--- config.mk ---
export PLATFORM = sky130hd
export DESIGN_NAME = tx_scrambler
export DESIGN_NICKNAME = d
export VERILOG_FILES = /design/src/rtl/tx_scrambler.sv
export SDC_FILE = /design/constraint.sdc
export NUM_CORES = 1
export LEC_CHECK = 0
export ABC_AREA = 1
export CAP_MARGIN = 20
export CORE_ASPECT_RATIO = 1.1
export CORE_UTILIZATION = 59
export CTS_CLUSTER_SIZE = 28
export DETAILED_ROUTE_END_ITERATION = 16
export PLACE_DENSITY = 0.81
export SLEW_MARGIN = 15
export SYNTH_ARGS = -nofsm -noshare
export SYNTH_HDL_FRONTEND = slang
export SYNTH_SLANG_ARGS = --single-unit
--- constraint.sdc ---
create_clock -name pclk -period 7.1 [get_ports pclk]
set_clock_uncertainty 0.15 [all_clocks]
set_input_delay 1.42 -clock pclk [delete_from_list [all_inputs] [get_ports pclk]]
set_output_delay 1.42 -clock pclk [all_outputs]
set_load 0.005 [all_outputs]
--- src/rtl/tx_scrambler.sv ---
// Transmit-lane scrambler for 8b/10b (Gen1/2) and 128b/130b (Gen3+) link rates.
// Every output is registered one cycle after its input beat; there is no backpressure.
module tx_scrambler #(
  parameter logic [22:0] LANE_SEED = 23'h1DBFBC
) (
  input  logic        pclk,
  input  logic        reset_n,
  input  logic [2:0]  generation,
  input  logic [31:0] inData,
  input  logic [3:0]  inDataK,
  input  logic [1:0]  inSyncHeader,
  input  logic        inDataValid,
  output logic [31:0] scramblerDataOut,
  output logic [3:0]  scramblerDataK,
  output logic [1:0]  scramblerSyncHeader,
  output logic        scramblerDataValid,
  output logic        blockAlignErr
);

  localparam logic [15:0] G12_INIT = 16'hFFFF;
  localparam logic [7:0]  SYM_COM  = 8'hBC;
  localparam logic [7:0]  SYM_SKP  = 8'h1C;
  localparam logic [7:0]  OS_SKP   = 8'hAA;
  localparam logic [7:0]  OS_EIEOS = 8'h00;

  localparam logic [1:0] BLK_DATA  = 2'd0;
  localparam logic [1:0] BLK_SKP   = 2'd1;
  localparam logic [1:0] BLK_EIEOS = 2'd2;
  localparam logic [1:0] BLK_OS    = 2'd3;

  // Eight Galois steps; returns {next_state, key_byte} with key bit i from step i.
  function automatic logic [23:0] step16x8(input logic [15:0] seed);
    logic [15:0] s;
    logic [7:0]  key;
    s   = seed;
    key = '0;
    for (int i = 0; i < 8; i++) begin
      key[i] = s[15];
      s      = {s[14:0], s[15]} ^ ({16{s[15]}} & 16'h0038);
    end
    return {s, key};
  endfunction

  function automatic logic [30:0] step23x8(input logic [22:0] seed);
    logic [22:0] s;
    logic [7:0]  key;
    s   = seed;
    key = '0;
    for (int i = 0; i < 8; i++) begin
      key[i] = s[22];
      s      = {s[21:0], s[22]} ^ ({23{s[22]}} & 23'h210124);
    end
    return {s, key};
  endfunction

  logic [2:0]  gen_q;
  logic [15:0] lfsr16_q, lfsr16_d;
  logic [22:0] lfsr23_q, lfsr23_d;
  logic [2:0]  beat_q, beat_d;
  logic [1:0]  blk_q, blk_d;
  logic [31:0] data_q, data_d;
  logic [3:0]  k_q, k_d;
  logic [1:0]  sync_q, sync_d;
  logic        valid_q, valid_d;
  logic        err_q, err_d;

  logic        gen_change;
  logic [15:0] lfsr16_cur;
  logic [22:0] lfsr23_cur, lfsr23_w;
  logic [2:0]  beat_cur, beat_eff, last_beat, nbytes;
  logic [1:0]  blk_eff;
  logic        hdr_ok;
  logic [23:0] st16;
  logic [30:0] st23;

  always_comb begin
    // A rate change restarts both scramblers and the block framing on this very beat.
    gen_change = (generation != gen_q);
    lfsr16_cur = gen_change ? G12_INIT  : lfsr16_q;
    lfsr23_cur = gen_change ? LANE_SEED : lfsr23_q;
    beat_cur   = gen_change ? 3'd0      : beat_q;

    lfsr16_d  = lfsr16_cur;
    lfsr23_d  = lfsr23_cur;
    beat_d    = beat_cur;
    blk_d     = blk_q;
    data_d    = '0;
    k_d       = '0;
    sync_d    = '0;
    valid_d   = 1'b0;
    err_d     = 1'b0;
    nbytes    = (generation == 3'd3) ? 3'd2 : 3'd4;
    last_beat = (generation == 3'd3) ? 3'd7 : 3'd3;
    beat_eff  = beat_cur;
    blk_eff   = blk_q;
    hdr_ok    = 1'b1;
    lfsr23_w  = lfsr23_cur;
    st16      = step16x8(lfsr16_cur);
    st23      = '0;

    case (generation)
      3'd1, 3'd2: begin
        if (inDataValid) begin
          valid_d     = 1'b1;
          k_d         = inDataK;
          sync_d      = inSyncHeader;
          data_d[7:0] = inData[7:0];
          if (inDataK[0] && inData[7:0] == SYM_COM) begin
            lfsr16_d = G12_INIT;
          end else if (!(inDataK[0] && inData[7:0] == SYM_SKP)) begin
            lfsr16_d = st16[23:8];
            if (!inDataK[0]) data_d[7:0] = inData[7:0] ^ st16[7:0];
          end
        end
      end
      3'd3, 3'd4, 3'd5: begin
        if (inDataValid) begin
          valid_d = 1'b1;
          k_d     = inDataK;
          sync_d  = inSyncHeader;
          // A header mid-block means the far end re-framed; follow it from beat 0.
          if (inSyncHeader != 2'b00 && beat_cur != 3'd0) begin
            err_d    = 1'b1;
            beat_eff = 3'd0;
          end
          if (beat_eff == 3'd0) begin
            case (inSyncHeader)
              2'b10:   blk_eff = BLK_DATA;
              2'b01:   blk_eff = (inData[7:0] == OS_SKP)   ? BLK_SKP :
                                 (inData[7:0] == OS_EIEOS) ? BLK_EIEOS : BLK_OS;
              default: hdr_ok = 1'b0;
            endcase
          end
          for (int b = 0; b < 4; b++) begin
            if (3'(b) < nbytes) begin
              st23 = step23x8(lfsr23_w);
              data_d[8*b +: 8] = inData[8*b +: 8] ^
                                 ((hdr_ok && blk_eff == BLK_DATA) ? st23[7:0] : 8'h00);
              if (hdr_ok && (blk_eff == BLK_DATA || blk_eff == BLK_OS)) lfsr23_w = st23[30:8];
            end
          end
          if (hdr_ok) begin
            blk_d    = blk_eff;
            beat_d   = (beat_eff == last_beat) ? 3'd0 : beat_eff + 3'd1;
            lfsr23_d = (blk_eff == BLK_EIEOS && beat_eff == last_beat) ? LANE_SEED : lfsr23_w;
          end else begin
            err_d  = 1'b1;
            beat_d = beat_eff;
          end
        end
      end
      default: begin
        lfsr16_d = G12_INIT;
        lfsr23_d = LANE_SEED;
        beat_d   = 3'd0;
      end
    endcase
  end

  always_ff @(posedge pclk or negedge reset_n) begin
    if (!reset_n) begin
      gen_q    <= 3'd0;
      lfsr16_q <= G12_INIT;
      lfsr23_q <= LANE_SEED;
      beat_q   <= 3'd0;
      blk_q    <= BLK_DATA;
      data_q   <= '0;
      k_q      <= '0;
      sync_q   <= '0;
      valid_q  <= 1'b0;
      err_q    <= 1'b0;
    end else begin
      gen_q    <= generation;
      lfsr16_q <= lfsr16_d;
      lfsr23_q <= lfsr23_d;
      beat_q   <= beat_d;
      blk_q    <= blk_d;
      data_q   <= data_d;
      k_q      <= k_d;
      sync_q   <= sync_d;
      valid_q  <= valid_d;
      err_q    <= err_d;
    end
  end

  assign scramblerDataOut    = data_q;
  assign scramblerDataK      = k_q;
  assign scramblerSyncHeader = sync_q;
  assign scramblerDataValid  = valid_q;
  assign blockAlignErr       = err_q;

endmodule
Figure 1. Congestion heat map (run 1).
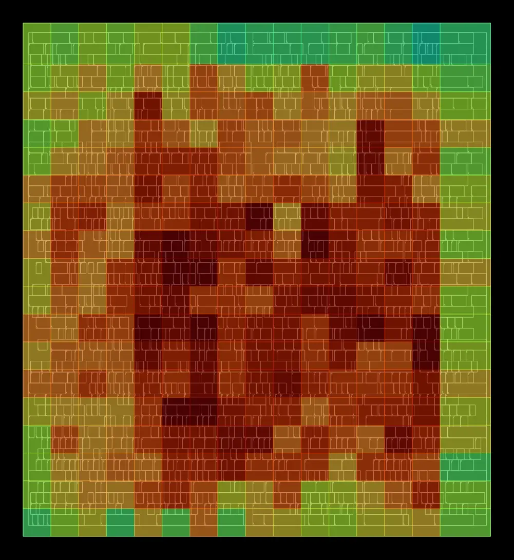
post-layout util: 79.4%
drt wl/cell: 18.7 µm
met3 Usage GRT: 8.44%
met1 Use GR: 49.1%
gr usage total: 43.3%

Figure 2. Met2 routing (run 1).
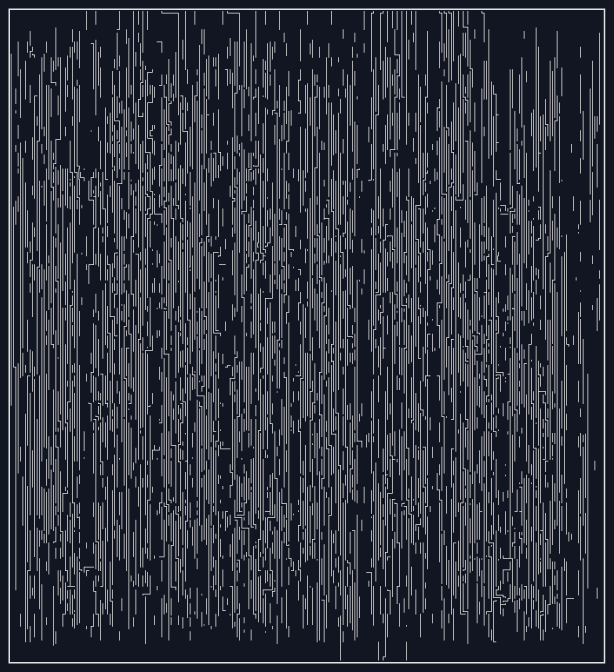
longest straight run	68.7 µm
share of all routed wire	47%
main direction	vertical
nets with wire on the layer	1250
met2 Resource Use GR: 71.4%
vias after detailed routing: 9790

Figure 3. Local utilization (run 1).
The die is cut into 12 by 13 equal tiles; white is low, dark blue is high, 0 to 100% covered.
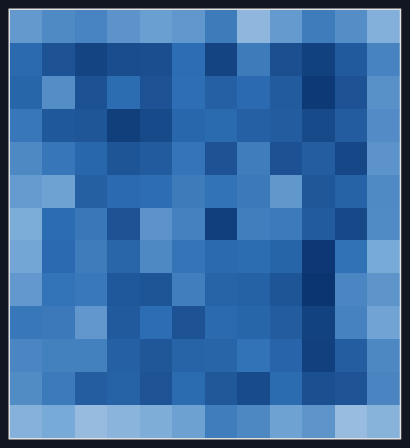
fullest tile	98%
mean over tiles	73%
tiles over 75% full	52%
Starting Density: 60.7%
CORE AREA: 0.0139 mm²

==> summary.txt, run 1 <==
Status: completed
Syn-to-layout area delta: 30.8%
Critical-path top delay cell: clkdlybuf4s50_1
CTS tree: yes
Register area: 0.00222 mm²
Top logic family: simple AND/OR/NAND/NOR gates
Yosys chip area: 0.00844 mm²
Syn_area_per_cell: 6.72 µm²
Maximum VDD drop: 0.240 mV
Power Total: 3.10 mW
Dpl cells: 1650
Worst EP required: 7.21 ns
LEAKAGE: 5.35 nW
Cell type with the largest total area: dfrtp_1
Share of cells above drive strength 1: 25.4%
Min Hold Slack: 0.371 ns
Slew @ Worst Pin: 0.743 ns
DRT Pass-1 Iters: 6
Flops after synth: 87
Post-synthesis mux area share: 0.119%
Hold_buf cts: 0
Rel. slew slack: 50.4%
Nets: 1524
FFs w/ async S/R, synth: 100%
CP Buf/Inv Count: 11
Total die area: 0.0148 mm²
Hold Crit Class: flip-flop to flip-flop
Mapped cell area: 0.00844 mm²
Worst path depth: 43
Netlist cell types: 58
CP Capture Type: flip-flop
Main flop type: dfrtp_1
Critical Path AT: 6.93 ns
HPWL after DPL: 23600 µm
Critical path origin: generation[1]
Minimum clock period: 6.82 ns
Number of global-route vias before repair: 9289
Hold wc startpoint: lfsr23_q[0]$_DFF_PN0_
Max_cap viols: 0
OpenROAD warning count: 29
==> run 1: worst min path at each step <==
stage / slack (ns) / to / cells past startpoint
6_report: 0.37 / lfsr23_q[0]$_DFF_PN0_ / 2
5_1_grt: 0.38 / blk_q[0]$_DFFE_PN0P_ / 2
4_1_cts: 0.37 / lfsr23_q[0]$_DFF_PN0_ / 2
3_5_place_dp: 0.33 / blk_q[0]$_DFFE_PN0P_ / 2
3_3_place_gp: 0.32 / blk_q[0]$_DFFE_PN0P_ / 2
2_1_floorplan: 0.30 / blk_q[1]$_DFFE_PN0P_ / 2
==> run 1: registers in the layout, summed over array words and instances (netlist names) <==
register	count
beat_q	3
blk_q	2
blockAlignErr	1
gen_q	3
lfsr16_q	16
lfsr23_q	23
scramblerDataK	4
scramblerDataOut	32
scramblerDataValid	1
scramblerSyncHeader	2
==> run 1: timing repair <==
item | in CTS | in global routing
buffers inserted | 0 | 1
gates resized | 0 | 28
setup endpoints to repair | 0 | 27
==> run 1: through the flow <==
stage	setup TNS [ns]	worst slack, ns
global route	-0.376	-0.0612
finish	0	0.280
detailed placement	-0.549	-0.0819
CTS	0	0.266
global placement	-0.0118	-0.0118
floorplan	0	0.0265
==> run 1: power breakdown <==
group	internal, mW	total (mW)	switching, mW
clock	0.312	0.541	0.230
combinational	0.813	1.99	1.17
sequential	0.554	0.576	0.0219
total	1.68	3.10	1.42
==> run 1: final cells by class <==
type,instances,share of cell area [%]
clock inverters,6,0.839
inverters,150,5.15
flip-flops and latches,87,20.1
well taps,188,2.13
multi-input cells,979,50.7
repair buffers,247,19.0
clock buffers,10,2.07
==> run 1: cells by family (layout without fill, tap and decap cells) <==
logic type / Yosys count / count (layout)
adder cells (fa/ha/maj): 6 / 6
buffers and inverters: 190 / 413
multiplexers: 1 / 1
AND/OR/NAND/NOR: 655 / 655
flip-flops: 87 / 87
XOR/XNOR: 86 / 86
AND-OR/OR-AND: 231 / 231
==> run 1: routing by layer <==
layer / part of all wire [%] / global-route usage, % / up-vias / wire [µm]
met5: 0 / 0 / - / 0
met4: 7.9 / 33.0 / 0 / 2450
met3: 9.5 / 8.44 / 182 / 2970
met2: 47 / 71.4 / 596 / 14600
met1: 36 / 49.1 / 4468 / 11200
li1: - / - / 4544 / -
==> run 1: placed cells by master (no fill, tap or decap), types with 9 or more instances in the layout <==
cell type | netlist | layout
nand2_1 | 295 | 286
a21oi_1 | 75 | 75
inv_1 | 123 | 122
dfrtp_1 | 55 | 55
inv_2 | 20 | 21
clkbuf_16 | 0 | 9
dfstp_2 | 32 | 32
nand2_2 | 35 | 43
nand3_1 | 100 | 96
nand3_2 | 34 | 34
nor3_1 | 11 | 10
clkdlybuf4s50_1 | 0 | 82
xor2_1 | 59 | 56
o21ai_1 | 13 | 13
o211ai_1 | 17 | 17
xnor2_1 | 26 | 26
o21ai_0 | 91 | 89
buf_4 | 0 | 162
nor2_1 | 121 | 121
nand2_4 | 24 | 25
==> run 1: tightest hold or removal path: stages (launching register included) <==
cell and delay, ns:
dfrtp_1 0.34, nand3_1 0.07, nand2_1 0.07
Figure 4. Logic cells by family (run 1).
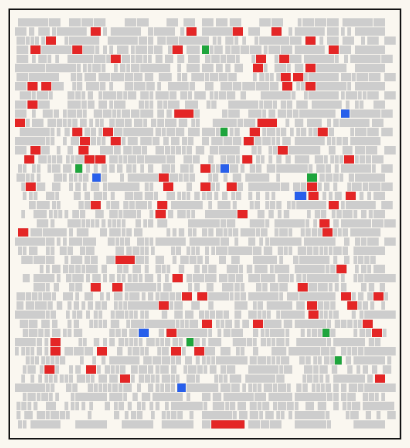

==> run 2: changes to the inputs <==
--- a/config.mk
+++ b/config.mk
@@ -12,6 +12,7 @@
 export CTS_CLUSTER_SIZE = 28
 export DETAILED_ROUTE_END_ITERATION = 16
 export PLACE_DENSITY = 0.81
+export SETUP_SLACK_MARGIN = 0.3
 export SLEW_MARGIN = 15
 export SYNTH_ARGS = -nofsm -noshare
 export SYNTH_HDL_FRONTEND = slang
Figure 5. Logic cells by family (run 2).
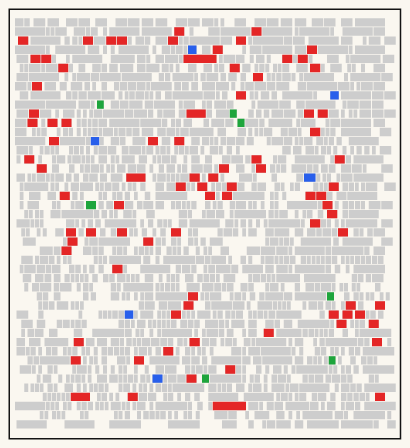
color	family	cells
red	XOR/XNOR gates	86
blue	AND-OR and OR-AND gates	6
green	AND and OR gates	7
combinational fraction of the cell area: 51.9%
fin cells: 1651

==> summary.txt, run 2 <==
Dpl cells: 1633 (-1.0%)
Starting Density: 60.7% (unchanged)
Main flop type: dfrtp_1
Netlist cell types: 58 (unchanged)
Worst Hold End: blk_q[0]$_DFFE_PN0P_
Cell type with the largest total area: dfrtp_1
Critical Path AT: 6.74 ns (-0.19 ns)
Worst EP required: 7.26 ns (+0.05 ns)
Hold Crit Class: flip-flop to flip-flop
Yosys chip area: 0.00844 mm² (unchanged)
Total die area: 0.0148 mm² (unchanged)
Status: completed
Maximum VDD drop: 0.247 mV (+3.0%)
Drt wl/cell: 19.2 µm (+2.6%)
Syn_area_per_cell: 6.72 µm² (unchanged)
Power Total: 3.05 mW (-1.9%)
CORE AREA: 0.0139 mm² (unchanged)
HPWL after DPL: 23800 µm (+0.91%)
Share of cells above drive strength 1: 25.1% (-0.34 points)
Flops after synth: 87 (unchanged)
Rel. slew slack: 42.7% (-7.7 points)
Critical-path top delay cell: o21ai_0
Syn-to-layout area delta: 29.7%
CTS tree: yes
Minimum clock period: 6.58 ns (-0.235 ns)
DRT Pass-1 Iters: 7 (+1)
Slew @ Worst Pin: 0.860 ns (+0.117 ns)
Hold wc startpoint: blk_q[0]$_DFFE_PN0P_
Mapped cell area: 0.00844 mm² (unchanged)
CP Buf/Inv Count: 11 (unchanged)
Max reg flops: 32 (unchanged)
CP Capture Type: flip-flop
[run 2: netlist changes by cell type in the layout (fill, tap and decap cells not counted), sizes merged]
cell,previous run,this run
clkdlybuf4s50,82,79
bufinv,2,0
buf,165,149
dlymetal6s2s,0,3
clkinv,6,8
[run 2: power by group]
| group | switching, mW | internal, mW | total [mW] |
|---|---|---|---|
| clock network | 0.233 | 0.240 | 0.473 |
| logic | 1.20 | 0.791 | 2.00 |
| registers | 0.0218 | 0.554 | 0.576 |
[run 2: final cells by class]
type	instances	area (µm²)	area share, %
Inverter	150	568	5.19
Sequential cell	87	2220	20.3
Clock buffer	10	229	2.09
Clock inverter	6	43.8	0.400
Tap cell	188	235	2.15
Timing Repair Buffer	231	1980	18.0
Multi-Input combinational cell	979	5680	51.9
[run 2: per-layer routing]
metal	GRT usage, %	wire length (µm)
met1	50.9	11100
met2	71.6	14700
met3	10.4	3310
met4	32.2	2670
met5	0.351	0
[run 2: cells by family (layout without fill, tap and decap cells)]
group,count (synthesis),after routing,share of synthesized area [%]
AOI/OAI and AO/OA,231,231,15.5
xor gates and xnor gates,86,86,9.15
adders and majority gates,6,6,0.890
buffers and inverters,190,397,8.82
DFF,87,87,26.3
muxes,1,1,0.119
and+or+nand+nor,655,655,39.2
[run 2: metrics by stage]
step                TNS (ns)  hold WS (ns)  worst slack, ns  utilization (%)  cell area [µm²]
floorplan                  0         0.303            0.313                -             8450
global placement       -2.38         0.326           -0.302             75.2            10500
detailed placement     -5.31         0.345           -0.372             75.2            10500
CTS                        0         0.361            0.307             77.4            10800
global route               0         0.391            0.256             78.7            10900
finish                     0         0.363            0.516             78.7            10900
[run 2: worst max path at each step]
| stage | depth (start not counted) | endpoint | from | slack (ns) |
|---|---|---|---|---|
| after global placement | 43 | lfsr23_q[18]$_DFF_PN1_ | generation[1] | -0.30 |
| final | 33 | lfsr23_q[20]$_DFF_PN1_ | inSyncHeader[0] | 0.52 |
| after global routing | 41 | lfsr23_q[8]$_DFF_PN1_ | inSyncHeader[1] | 0.26 |
| after CTS | 43 | lfsr23_q[18]$_DFF_PN1_ | generation[1] | 0.31 |
| after detailed placement | 43 | lfsr23_q[18]$_DFF_PN1_ | generation[1] | -0.37 |
| after floorplan | 49 | lfsr23_q[17]$_DFF_PN0_ | generation[0] | 0.31 |
[run 2: tightest hold or removal path: stages (launching register included)]
cell     delay (ns)
dfrtp_1        0.36
nand2_1        0.05
o21ai_0        0.06
[run 2: repair_timing]
| item | 4_1_cts | 5_1_grt |
|---|---|---|
| resized | 8 | 36 |
| buffers inserted | 1 | 1 |
| pin swaps | 2 | 7 |
| endpoints found under the hold margin | 0 | 0 |
| endpoints found under the setup margin | 26 | 31 |
Figure 6. Met2 routing (run 2).
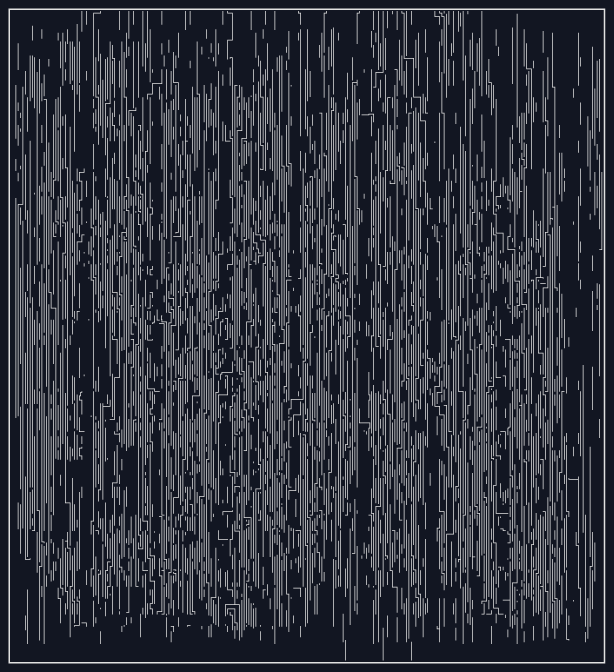

==> run 3: changes to the inputs <==
--- a/config.mk
+++ b/config.mk
@@ -8,10 +8,12 @@
 export ABC_AREA = 1
 export CAP_MARGIN = 20
 export CORE_ASPECT_RATIO = 1.1
-export CORE_UTILIZATION = 59
+export CORE_UTILIZATION = 60
+export CTS_BUF_LIST = sky130_fd_sc_hd__clkbuf_2 sky130_fd_sc_hd__clkbuf_4 sky130_fd_sc_hd__clkbuf_8
 export CTS_CLUSTER_SIZE = 28
 export DETAILED_ROUTE_END_ITERATION = 16
-export PLACE_DENSITY = 0.81
+export PLACE_DENSITY = 0.82
+export RECOVER_POWER = 50
 export SETUP_SLACK_MARGIN = 0.3
 export SLEW_MARGIN = 15
 export SYNTH_ARGS = -nofsm -noshare
Figure 7. Met2 routing (run 3).
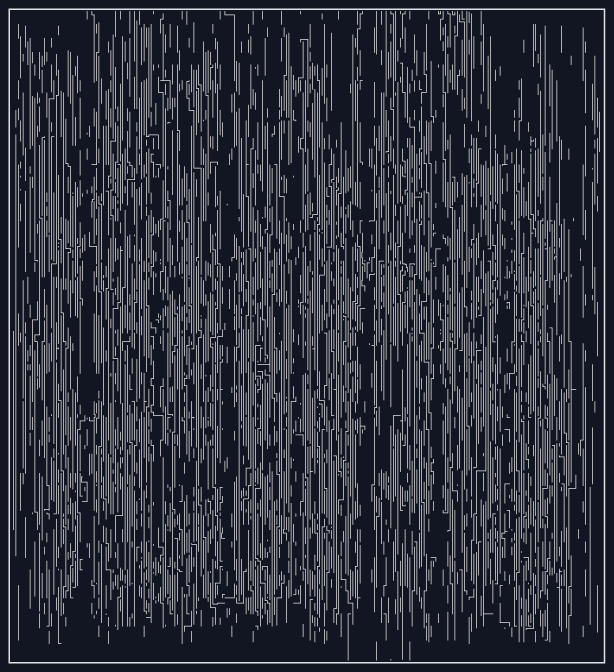
main direction	vertical
longest straight run	81.6 µm
wire length on this layer	14400 µm
nets with wire on the layer	1235
met2 Resource Use GR: 70.0%
vias after detailed routing: 9715
Total Wirelength: 31200 µm

==> summary.txt, run 3 <==
Min Hold Slack: 0.391 ns (+0.0280 ns)
Critical-path top delay cell: clkdlybuf4s50_1
Netlist cell types: 58 (unchanged)
Share of cells above drive strength 1: 25.7% (+0.61 points)
Critical Path AT: 6.68 ns (-0.06 ns)
Cell type with the largest total area: dfrtp_1
Max Transition Viols Final: 90
HPWL after DPL: 23300 µm (-2.1%)
CTS tree: yes
Syn-to-layout area delta: 28.9%
Max_cap viols: 2
Met1 Use GR: 50.2% (-0.67 points)
Status: complete, but fails checks
Layer with the highest usage: met2
Register area: 0.00222 mm² (unchanged)
Main flop type: dfrtp_1
Post-layout util: 78.8% (+0.12 points)
Rel. slew slack: -95.6% (-140 points)
Fin cells: 1659 (+0.48%)
Mapped cell area: 0.00844 mm² (unchanged)
Syn_area_per_cell: 6.72 µm² (unchanged)
Flops after synth: 87 (unchanged)
Starting Density: 61.2% (+0.50 points)
CP Buf/Inv Count: 9 (-2)
Yosys chip area: 0.00844 mm² (unchanged)
Failing checks: max-capacitance violations, max-slew violations
Worst EP required: 7.28 ns (+0.02 ns)
[run 3: cell counts after synthesis]
No cell type changed its count.
[run 3: worst paths after layout]
check / start / cells past startpoint / slack (ns) / endpoint
setup / recovery: inSyncHeader[0] / 42 / 0.60 / lfsr23_q[12]$_DFF_PN1_
hold / removal: blk_q[0]$_DFFE_PN0P_ / 2 / 0.39 / blk_q[0]$_DFFE_PN0P_
setup reg to reg: gen_q[1]$_DFF_PN0_ / 46 / 1.55 / lfsr23_q[12]$_DFF_PN1_
hold reg to reg: blk_q[0]$_DFFE_PN0P_ / 2 / 0.39 / blk_q[0]$_DFFE_PN0P_
max in group asynchronous: reset_n / 2 / 1.58 / scramblerDataOut[12]$_DFF_PN0_
min in group asynchronous: reset_n / 1 / 1.55 / gen_q[1]$_DFF_PN0_
[run 3: cell type report]
type                            instances  share of cell area [%]
Timing Repair Buffer                  239                    18.6
Inverter                              150                    5.20
Multi-Input combinational cell        979                    51.8
Clock inverter                          5                   0.529
Clock buffer                           11                    1.33
Tap cell                              188                    2.16
Sequential cell                        87                    20.4
[run 3: kinds of logic (layout without fill, tap and decap cells)]
family,count (synthesis),count (layout),synth area share (%)
AND/OR/NAND/NOR,655,655,39.2
buffers and inverters,190,405,8.82
multiplexers,1,1,0.119
adder cells (fa/ha/maj),6,6,0.890
XOR/XNOR,86,86,9.15
flip-flops,87,87,26.3
AND-OR/OR-AND,231,231,15.5
[run 3: metal layers]
| layer | vias up | wire, µm |
|---|---|---|
| met5 | - | 0 |
| met4 | 0 | 2480 |
| met3 | 164 | 2760 |
| met2 | 609 | 14400 |
| met1 | 4446 | 11500 |
| li1 | 4496 | - |
[run 3: stage by stage]
stage	instance area [µm²]	setup TNS (ns)	setup slack, ns
global placement	10500	-1.34	-0.171
global route	10900	0	0.223
finish	10900	0	0.598
CTS	10700	0	0.302
detailed placement	10500	-2.48	-0.196
floorplan	8450	0	0.313
[run 3: worst register-to-register path, delay by kind of cell, from the launching register on]
kind	cells	cell delay (ns)
and+or+nand+nor	30	2.72
buffers and inverters	9	0.86
xor gates and xnor gates	1	0.11
muxes	1	0.23
DFF	1	0.40
AOI/OAI and AO/OA	3	0.48
adders and majority gates	2	0.53
[run 3: where the power goes]
group / leakage, nW / internal, mW / switching, mW
clock network: 0.107 / 0.177 / 0.210
registers: 1.08 / 0.554 / 0.0210
logic: 4.12 / 0.805 / 1.19
[run 3: repair_timing]
item	CTS	global route
pin swaps	1	8
endpoints found under the setup margin	14	30
gates resized	3	38
hold buffers	0	0
setup buffers	1	7
Power figures rest on the tool's default switching activity, not on a simulated workload.
